### Metal 1

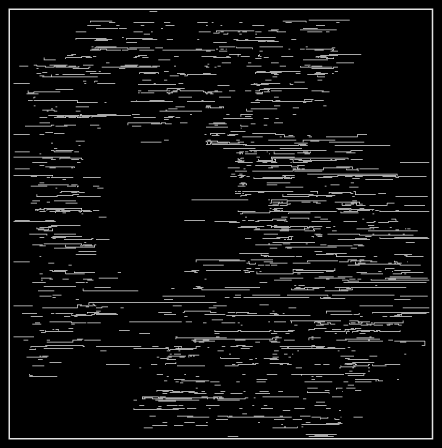
### Metal 2

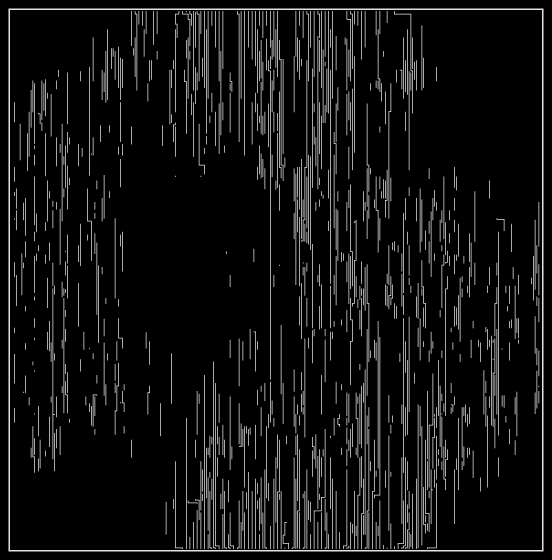
--- src/rtl/alu_cmd_sequencer.sv ---
// alu_cmd_sequencer
// Takes ALU commands from two requesters and arbitrates between them
// round-robin. Each granted command is decoded into one unit enable. The
// sequencer waits for that unit's completion flag and then returns the result
// on a valid/ready response port. A cycle counter bounds the wait, so a unit
// that never answers produces an error response.
//
// Ports
//   clk, RST                     clock, asynchronous active-low reset
//   req{0,1}_valid_i/_ready_o    command handshake per requester
//   req{0,1}_a_i/_b_i/_fun_i     operands and ALU function code
//   alu_a_o/alu_b_o/alu_fun_o    registered operands and function to the units
//   {arith,logic,cmp,shift}_en_o unit enables, at most one high
//   {arith,logic,cmp,shift}_flag_i / _out_i  unit result-valid flags and results
//   rsp_valid_o/rsp_ready_i      response handshake
//   rsp_id_o/rsp_data_o/rsp_err_o requester index, result (0 on error), timeout flag
//
// state | meaning
// IDLE  | ready offered to the granted requester, waiting for a command
// EXEC  | selected unit enabled, waiting for its flag or the timeout
// RESP  | response held on the output until rsp_ready_i
module alu_cmd_sequencer #(
  parameter int DATA_W  = 16,
  parameter int OUT_W   = 16,
  parameter int TIMEOUT = 8
) (
  input  logic              clk,
  input  logic              RST,
  input  logic              req0_valid_i,
  output logic              req0_ready_o,
  input  logic [DATA_W-1:0] req0_a_i,
  input  logic [DATA_W-1:0] req0_b_i,
  input  logic [3:0]        req0_fun_i,
  input  logic              req1_valid_i,
  output logic              req1_ready_o,
  input  logic [DATA_W-1:0] req1_a_i,
  input  logic [DATA_W-1:0] req1_b_i,
  input  logic [3:0]        req1_fun_i,
  output logic [DATA_W-1:0] alu_a_o,
  output logic [DATA_W-1:0] alu_b_o,
  output logic [3:0]        alu_fun_o,
  output logic              arith_en_o,
  output logic              logic_en_o,
  output logic              cmp_en_o,
  output logic              shift_en_o,
  input  logic              arith_flag_i,
  input  logic              logic_flag_i,
  input  logic              cmp_flag_i,
  input  logic              shift_flag_i,
  input  logic [OUT_W-1:0]  arith_out_i,
  input  logic [OUT_W-1:0]  logic_out_i,
  input  logic [OUT_W-1:0]  cmp_out_i,
  input  logic [OUT_W-1:0]  shift_out_i,
  output logic              rsp_valid_o,
  input  logic              rsp_ready_i,
  output logic              rsp_id_o,
  output logic [OUT_W-1:0]  rsp_data_o,
  output logic              rsp_err_o
);

  localparam int CNT_W = $clog2(TIMEOUT + 1);
  localparam logic [CNT_W-1:0] CNT_TO = CNT_W'(TIMEOUT);

  typedef enum logic [1:0] {IDLE, EXEC, RESP} state_t;

  state_t            state_q;
  logic              last_q;    // requester granted last; 1 after reset so req0 wins a tie
  logic [CNT_W-1:0]  cnt_q;
  logic [CNT_W-1:0]  cnt_d;
  logic [3:0]        en_q;      // {shift, cmp, logic, arith}
  logic [DATA_W-1:0] alu_a_q;
  logic [DATA_W-1:0] alu_b_q;
  logic [3:0]        alu_fun_q;
  logic              rsp_valid_q;
  logic              rsp_id_q;
  logic [OUT_W-1:0]  rsp_data_q;
  logic              rsp_err_q;

  logic              grant0;
  logic              grant1;
  logic              accept;
  logic [DATA_W-1:0] acc_a;
  logic [DATA_W-1:0] acc_b;
  logic [3:0]        acc_fun;
  logic              sel_flag;
  logic [OUT_W-1:0]  sel_out;

  always_comb begin
    grant0 = req0_valid_i && (!req1_valid_i || last_q);
    grant1 = req1_valid_i && (!req0_valid_i || !last_q);
    // Ready is gated by RST so it reads 0 while reset is applied.
    req0_ready_o = RST && (state_q == IDLE) && grant0;
    req1_ready_o = RST && (state_q == IDLE) && grant1;
    accept  = req0_ready_o || req1_ready_o;
    acc_a   = req1_ready_o ? req1_a_i   : req0_a_i;
    acc_b   = req1_ready_o ? req1_b_i   : req0_b_i;
    acc_fun = req1_ready_o ? req1_fun_i : req0_fun_i;

    case (alu_fun_q[3:2])
      2'b00:   begin sel_flag = arith_flag_i; sel_out = arith_out_i; end
      2'b01:   begin sel_flag = logic_flag_i; sel_out = logic_out_i; end
      2'b10:   begin sel_flag = cmp_flag_i;   sel_out = cmp_out_i;   end
      default: begin sel_flag = shift_flag_i; sel_out = shift_out_i; end
    endcase

    // cnt_d is the number of EXEC cycles including the current one, saturating.
    cnt_d = (cnt_q == CNT_TO) ? cnt_q : cnt_q + 1'b1;
  end

  always_ff @(posedge clk or negedge RST) begin
    if (!RST) begin
      state_q     <= IDLE;
      last_q      <= 1'b1;
      cnt_q       <= '0;
      en_q        <= '0;
      alu_a_q     <= '0;
      alu_b_q     <= '0;
      alu_fun_q   <= '0;
      rsp_valid_q <= 1'b0;
      rsp_id_q    <= 1'b0;
      rsp_data_q  <= '0;
      rsp_err_q   <= 1'b0;
    end else begin
      case (state_q)
        IDLE: begin
          if (accept) begin
            alu_a_q   <= acc_a;
            alu_b_q   <= acc_b;
            alu_fun_q <= acc_fun;
            rsp_id_q  <= req1_ready_o;
            last_q    <= req1_ready_o;
            cnt_q     <= '0;
            en_q      <= 4'b0001 << acc_fun[3:2];
            state_q   <= EXEC;
          end
        end
        EXEC: begin
          cnt_q <= cnt_d;
          if (sel_flag) begin
            rsp_data_q  <= sel_out;
            rsp_err_q   <= 1'b0;
            rsp_valid_q <= 1'b1;
            en_q        <= '0;
            state_q     <= RESP;
          end else if (cnt_d == CNT_TO) begin
            rsp_data_q  <= '0;
            rsp_err_q   <= 1'b1;
            rsp_valid_q <= 1'b1;
            en_q        <= '0;
            state_q     <= RESP;
          end
        end
        RESP: begin
          if (rsp_ready_i) begin
            rsp_valid_q <= 1'b0;
            state_q     <= IDLE;
          end
        end
        default: begin
          en_q        <= '0;
          rsp_valid_q <= 1'b0;
          state_q     <= IDLE;
        end
      endcase
    end
  end

  assign alu_a_o     = alu_a_q;
  assign alu_b_o     = alu_b_q;
  assign alu_fun_o   = alu_fun_q;
  assign arith_en_o  = en_q[0];
  assign logic_en_o  = en_q[1];
  assign cmp_en_o    = en_q[2];
  assign shift_en_o  = en_q[3];
  assign rsp_valid_o = rsp_valid_q;
  assign rsp_id_o    = rsp_id_q;
  assign rsp_data_o  = rsp_data_q;
  assign rsp_err_o   = rsp_err_q;

endmodule

--- config.mk ---
export PLATFORM = sky130hd
export DESIGN_NAME = alu_cmd_sequencer
export DESIGN_NICKNAME = d
export VERILOG_FILES = /design/src/rtl/alu_cmd_sequencer.sv
export SDC_FILE = /design/constraint.sdc
export NUM_CORES = 1
export LEC_CHECK = 0
export CAP_MARGIN = 10
export CELL_PAD_IN_SITES_DETAIL_PLACEMENT = 1
export CELL_PAD_IN_SITES_GLOBAL_PLACEMENT = 2
export CORE_AREA = 2 2 132 134
export CTS_CLUSTER_SIZE = 24
export DETAILED_ROUTE_END_ITERATION = 7
export DIE_AREA = 0 0 134 136
export PLACE_DENSITY = 0.78
export SYNTH_ARGS = -nofsm -noshare
export SYNTH_HDL_FRONTEND = slang
export SYNTH_SLANG_ARGS = --single-unit
--- constraint.sdc ---
create_clock -name clk -period 2.1 [get_ports clk]
set_input_delay 0.42 -clock clk [delete_from_list [all_inputs] [get_ports clk]]
set_output_delay 0.42 -clock clk [all_outputs]
set_load 0.01 [all_outputs]
==> flow_summary.json <==
{
  "ios": 206,
  "nMultiInputCombCells": 238,
  "yosys-stat-cells": 355,
  "finalWorstSetupSlack_ns": 0.132,
  "worstPathMaxFanout": 18,
  "seq_power_mw": 2.24,
  "top_area_cell_class": "non-clock buffers",
  "seq_cell_count": 66,
  "cts_buffer_depth": 2,
  "endpoint": "alu_fun_o[2]",
  "swShare": 0.365,
  "yosys_warnings": 0,
  "worstMarginPinSlew_ns": 0.874,
  "mux_share": 0.214,
  "grt_pass1_vias": 3971,
  "taps": 225,
  "arrival_ns": 1.55,
  "netlist.area_leader.share": 0.446,
  "r2r_end": "rsp_data_o[9]",
  "seq_area_frac": 0.262,
  "lay_top_count": "clkdlybuf4s50_1",
  "n_antenna_cell": 0,
  "rr_startpoint": "cnt_q[0]",
  "cts_tree": "done",
  "die-area_sq_um": 18200,
  "yosys-top-cells-count": "dfrtp_1 (65), nand2_1 (46), o21ai_0 (41)",
  "viasPerCell": 4.50,
  "fmax_mhz": 508,
  "power.density_nw_per_um2": 1200,
  "clkbuf_count": 11,
  "finalSetupViolations": 0,
  "drtPass1Iterations": 4,
  "rr_worst_depth": 7,
  "path_depth": 2,
  "rrSetupSlack_ns": 0.24,
  "powerComb_mw": 3.98,
  "ir_worst_vdd_v": 0.000403,
  "crit_chain": "buf_12 > clkdlybuf4s50_1",
  "ys_ff": 66,
  "status": "completed",
  "drcViolationCount": 0,
  "hold_class": "in2async"
}
Back to the opening pictures, 'Metal 1':
nets with wire on the layer	622
share of all routed wire	37%
main direction	horizontal
longest straight run	40.5 microns
wire length on this layer	4830 microns
DR vias: 3573
met1 usage: 0.147

Back to the opening pictures, 'Metal 2':
nets with wire on the layer	647
longest straight run	77.7 microns
Routed WL: 13.0 mm
met2 Usage GRT: 0.271

